<file path="src/rtl/shift_reg_univ.sv">
// Universal WIDTH-bit register: hold/load/shift/rotate/ASR/clear per cycle,
// plus a burst engine that repeats a shift mode amt times with busy/done.
module shift_reg_univ #(
  parameter int unsigned      WIDTH       = 8,
  parameter logic [WIDTH-1:0] RESET_VALUE = '0,
  parameter int unsigned      AMT_W       = 4
) (
  input  logic             clk,
  input  logic             reset,
  input  logic             en,
  input  logic [2:0]       mode,
  input  logic [WIDTH-1:0] d,
  input  logic             sin_l,
  input  logic             sin_r,
  input  logic             start,
  input  logic [AMT_W-1:0] amt,
  output logic [WIDTH-1:0] q,
  output logic [WIDTH-1:0] q_n,
  output logic             sout_l,
  output logic             sout_r,
  output logic             busy,
  output logic             done
);

  typedef enum logic {IDLE, BUSY} state_t;

  typedef enum logic [2:0] {
    M_HOLD = 3'b000,
    M_LOAD = 3'b001,
    M_SHL  = 3'b010,
    M_SHR  = 3'b011,
    M_ROL  = 3'b100,
    M_ROR  = 3'b101,
    M_ASR  = 3'b110,
    M_CLR  = 3'b111
  } mode_t;

  state_t           state_q, state_d;
  mode_t            mode_q, mode_d;
  logic [WIDTH-1:0] q_q, q_d;
  logic [AMT_W-1:0] cnt_q, cnt_d;
  logic             done_q, done_d;
  logic             shiftable;

  // Bit loops instead of part-selects so WIDTH=1 degenerates cleanly
  // (rotates and ASR become holds, shifts take the serial input).
  function automatic logic [WIDTH-1:0] apply_op(
    input mode_t            op,
    input logic [WIDTH-1:0] cur,
    input logic [WIDTH-1:0] ld,
    input logic             sl,
    input logic             sr
  );
    logic [WIDTH-1:0] r;
    r = cur;
    case (op)
      M_LOAD: r = ld;
      M_SHL: begin
        r[0] = sr;
        for (int unsigned i = 1; i < WIDTH; i++) r[i] = cur[i-1];
      end
      M_SHR: begin
        r[WIDTH-1] = sl;
        for (int unsigned i = 0; i + 1 < WIDTH; i++) r[i] = cur[i+1];
      end
      M_ROL: begin
        r[0] = cur[WIDTH-1];
        for (int unsigned i = 1; i < WIDTH; i++) r[i] = cur[i-1];
      end
      M_ROR: begin
        r[WIDTH-1] = cur[0];
        for (int unsigned i = 0; i + 1 < WIDTH; i++) r[i] = cur[i+1];
      end
      M_ASR: begin
        r[WIDTH-1] = cur[WIDTH-1];
        for (int unsigned i = 0; i + 1 < WIDTH; i++) r[i] = cur[i+1];
      end
      M_CLR:   r = RESET_VALUE;
      default: r = cur;
    endcase
    return r;
  endfunction

  assign shiftable = (mode >= 3'b010) && (mode <= 3'b110);

  always_comb begin
    state_d = state_q;
    mode_d  = mode_q;
    q_d     = q_q;
    cnt_d   = cnt_q;
    done_d  = 1'b0;
    case (state_q)
      IDLE: begin
        if (start) begin
          if (amt == '0) begin
            done_d = 1'b1;
          end else begin
            q_d = apply_op(mode_t'(mode), q_q, d, sin_l, sin_r);
            if (shiftable && (amt > AMT_W'(1))) begin
              mode_d  = mode_t'(mode);
              cnt_d   = amt - AMT_W'(1);
              state_d = BUSY;
            end else begin
              done_d = 1'b1;
            end
          end
        end else if (en) begin
          q_d = apply_op(mode_t'(mode), q_q, d, sin_l, sin_r);
        end
      end
      BUSY: begin
        q_d   = apply_op(mode_q, q_q, d, sin_l, sin_r);
        cnt_d = cnt_q - AMT_W'(1);
        if (cnt_q == AMT_W'(1)) begin
          state_d = IDLE;
          done_d  = 1'b1;
        end
      end
      default: state_d = IDLE;
    endcase
  end

  always_ff @(posedge clk) begin
    if (reset) begin
      state_q <= IDLE;
      mode_q  <= M_HOLD;
      q_q     <= RESET_VALUE;
      cnt_q   <= '0;
      done_q  <= 1'b0;
    end else begin
      state_q <= state_d;
      mode_q  <= mode_d;
      q_q     <= q_d;
      cnt_q   <= cnt_d;
      done_q  <= done_d;
    end
  end

  assign q      = q_q;
  assign q_n    = ~q_q;
  assign sout_l = q_q[WIDTH-1];
  assign sout_r = q_q[0];
  assign busy   = (state_q == BUSY);
  assign done   = done_q;

endmodule

</file>
<file path="config.mk">
export PLATFORM = sky130hd
export DESIGN_NAME = shift_reg_univ
export DESIGN_NICKNAME = d
export VERILOG_FILES = /design/src/rtl/shift_reg_univ.sv
export SDC_FILE = /design/constraint.sdc
export NUM_CORES = 1
export LEC_CHECK = 0
export CAP_MARGIN = 15
export CORE_MARGIN = 4
export CORE_UTILIZATION = 36
export DETAILED_ROUTE_END_ITERATION = 7
export PLACE_DENSITY = 0.69
export SLEW_MARGIN = 20
export SYNTH_ARGS = -nofsm -noshare
export SYNTH_HDL_FRONTEND = slang
export SYNTH_SLANG_ARGS = --single-unit
</file>
<file path="constraint.sdc">
create_clock -name clk -period 1.6 [get_ports clk]
set_clock_uncertainty 0.1 [all_clocks]
set_input_delay 0.32 -clock clk [delete_from_list [all_inputs] [get_ports clk]]
set_output_delay 0.32 -clock clk [all_outputs]
set_load 0.05 [all_outputs]
</file>
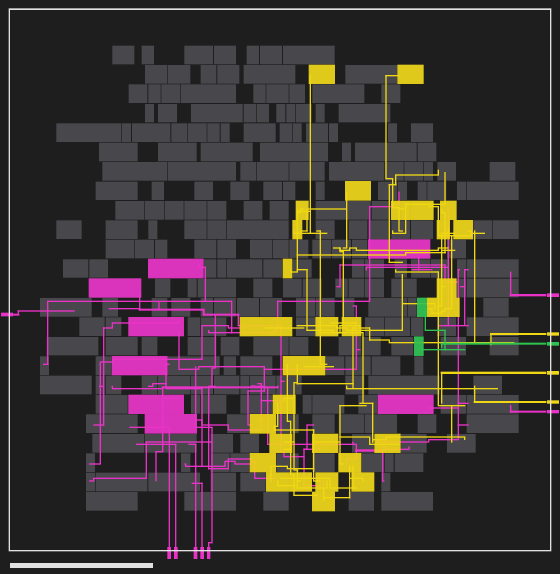
(images/io_fan.png)
Bar = 20 um.
Yellow shows mode, bits 3, direction input, end cells 32, buffers 15, wire 624 um. Green shows sin_r, bits 1, direction input, end cells 2, buffers 1, wire 29.9 um. Magenta shows q, bits 8, direction output, end cells 8, buffers 10, wire 704 um.

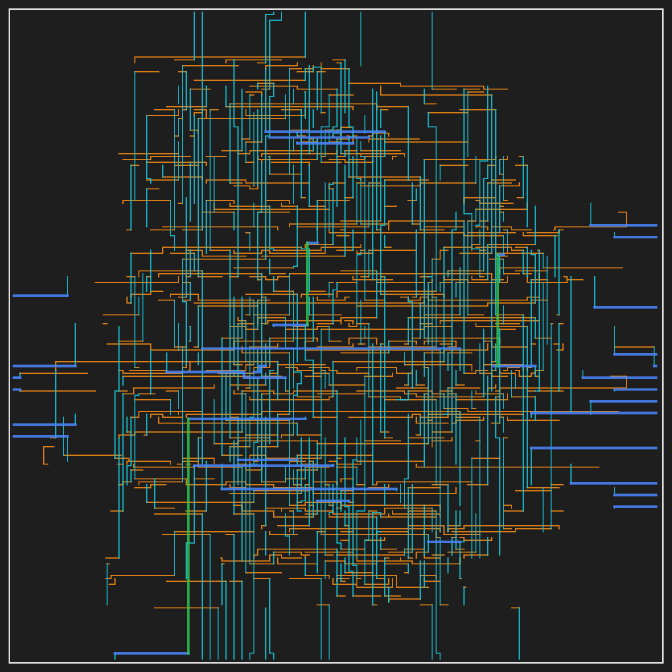
(images/wires.png)
Cyan shows metal 2, wire length 2580 um. Blue shows metal 3, wire length 283 um. Orange shows metal 1, wire length 2440 um. Green shows metal 4, wire length 49.6 um.

==> impl_metrics.yaml <==
# yosys + openroad results
critical_path:
  crit_buf_inv: 0
  critPathKind: "reg2reg"
  worstPathArrival_ns: 1.63
  slowest_stage: "dfxtp_4"
  crit_chain: "or2b_1, a21o_2, a311o_1, a311oi_2"
  required_ns: 1.67
  start_kind: "register"
synth:
  ys_sh_mux_pct: 9.79
  synthDistinctLibCells: 50
  synthArstFlopShare_pct: 0
  simple_gate_area_share_pct: 21.6
  ys_cells: 202
  ys_sh_xor_pct: 4.10
  syn-cell-area_sq_mm: 0.00165
  avgSynthCellArea_sq_um: 8.16
sta:
  final_hold_viol_count: 0
  slew_headroom_pct: 73.4
  setup_violations: 0
  min_period_over_period_pct: 97.5
status:
  status: "finished clean"
routing:
  drtPass1Iterations: 4
  drt-total-wl_mm: 5.36
  initialDrtViolationCount: 121
  drt-wirelength-per-cell_um: 16.1
  postRouteAntennaNets: 0
cts:
  cts_buffer_depth: 2
  cts_tree: "built"
  cts_buffers: 3
  clk_pin_slew_worst_paths_ns: 0.07
global_routing:
  grt_pass1_wl_mm: 8.55
  overflow: 0
  track_usage_pct: 19.3
  grt_use_met3_pct: 2.37
cells_and_area:
  num_antenna_cells: 0
  lay_top_count: "buf_4"
  layout-drive-gt1-share_pct: 43.4
  layout_top_cells: "47 x buf_4, 20 x buf_12, 17 x nor2_1"
  fin_nets: 308
run:
  drv_cap: 0
  tool_warnings: 31
pwr:
  pwr_density_cell_mw_per_mm2: 749
  vdd_drop_max_mv: 0.353
die:
  fp.dieH_um: 75.7
  ios: 41
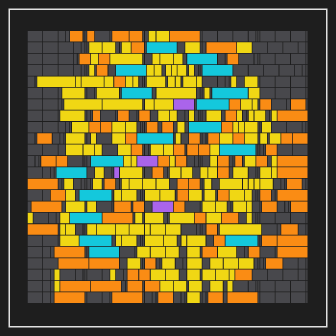
(images/placement_by_type.png)
Fill, decap, tap and diode cells in grey.
Yellow shows combinational and other logic, cells 167, share of their area 49%. Purple shows clock drivers and dummy loads, cells 4, share of their area 1.6%. Cyan shows flops, cells 17, share of their area 13%. Orange shows other buffers and delay cells, cells 93, share of their area 36%.
flop share of the area: 12.7%
core area: 0.00438 sq mm
design area: 0.00283 sq mm
fin util: 64.5%

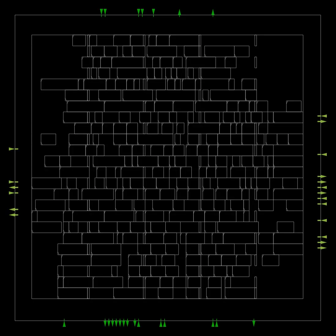
(images/placement.png)
flop count: 17
Non-Filler Instances: 333
fillers: 346
Std-Cell Rows: 24
num tapcells: 52

## flip-flops by register name, summed over array words and instances, names as in the netlist
register	cells
busy	1
cnt_q	4
done	1
mode_q	3
q	8
## power by group
part           switching, mW  total, mW  internal [mW]  leakage, nW
Clock                  0.155      0.332          0.177       0.0228
Combinational          0.599       1.21          0.612        0.984
Sequential            0.0958      0.572          0.477        0.145
## layer usage
layer  vias up  share of wire [%]
li1        908                  -
met5         -                  0
met1       870                 46
met3         6                5.3
met2        53                 48
met4         0               0.91
## tightest hold or removal path: cells and delay by family
family	cells	cell delay (ns)
AND-OR/OR-AND	1	0.08
buffers and inverters	1	0.12
AND/OR/NAND/NOR	1	0.11
## metrics by stage
stage | area (sq um) | instances
after floorplan | 1720 | 202
after global placement | 2630 | 325
after detailed placement | 2630 | 325
after CTS | 2730 | 330
after global routing | 2830 | 333
final | 2830 | 333
## synth_stat cells, types with 2 or more instances
library cell / count / area, sq um
nand2_1: 5 / 18.8
o22ai_1: 6 / 37.5
clkbuf_1: 5 / 18.8
and3b_1: 2 / 17.5
buf_2: 4 / 20.0
a2bb2oi_1: 6 / 52.6
a22o_1: 7 / 61.3
nor2_1: 18 / 67.6
nand3_1: 4 / 20.0
nor3_1: 4 / 20.0
nor2b_1: 2 / 12.5
buf_4: 6 / 45.0
a311o_1: 2 / 20.0
or3b_1: 4 / 35.0
or2_2: 2 / 12.5
a22oi_1: 4 / 30.0
o31ai_1: 5 / 37.5
a31oi_1: 2 / 12.5
a211oi_1: 2 / 15.0
xnor2_2: 2 / 32.5
o21ai_0: 3 / 15.0
nand2b_1: 8 / 50.1
ha_1: 5 / 62.6
buf_6: 3 / 33.8
o2111ai_2: 2 / 30.0
dfxtp_1: 17 / 340
inv_1: 16 / 60.1
or3_1: 3 / 18.8
o2111ai_1: 5 / 43.8
nand4b_1: 4 / 35.0
xor2_1: 3 / 26.3
a21oi_1: 8 / 40.0
a21boi_0: 2 / 15.0
mux2i_1: 15 / 150
## repair_timing
action,CTS,global route
hold endpoints to repair,0,0
gates cloned,1,0
pin swaps,10,14
hold buffers,0,0
setup buffers,1,4
resized,30,21
setup endpoints to repair,17,17
## cells by family (layout without fill, tap and decap cells)
family / after synthesis / in the layout
AND-OR/OR-AND: 62 / 62
XOR/XNOR: 6 / 6
adder cells (fa/ha/maj): 5 / 5
buffers and inverters: 34 / 113
flip-flops: 17 / 17
multiplexers: 16 / 16
AND/OR/NAND/NOR: 62 / 62
## layout make-up
cell class | count | area (sq um)
Clock buffer | 4 | 45.0
Fill cell | 346 | 1560
Inverter | 16 | 60.1
Multi-Input combinational cell | 151 | 1290
Sequential cell | 17 | 360
Tap cell | 52 | 65.1
Timing Repair Buffer | 93 | 1000
## path summary, 6_finish.rpt
kind | start | to | slack, ns | cells after the start
max | mode_q[0] | q[0] | 0.04 | 4
min | amt[0] | cnt_q[0] | 0.34 | 3
max reg2reg | mode_q[0] | q[0] | 0.04 | 4
min reg2reg | cnt_q[3] | cnt_q[3] | 0.40 | 2
Power and IR drop assume default switching activity.
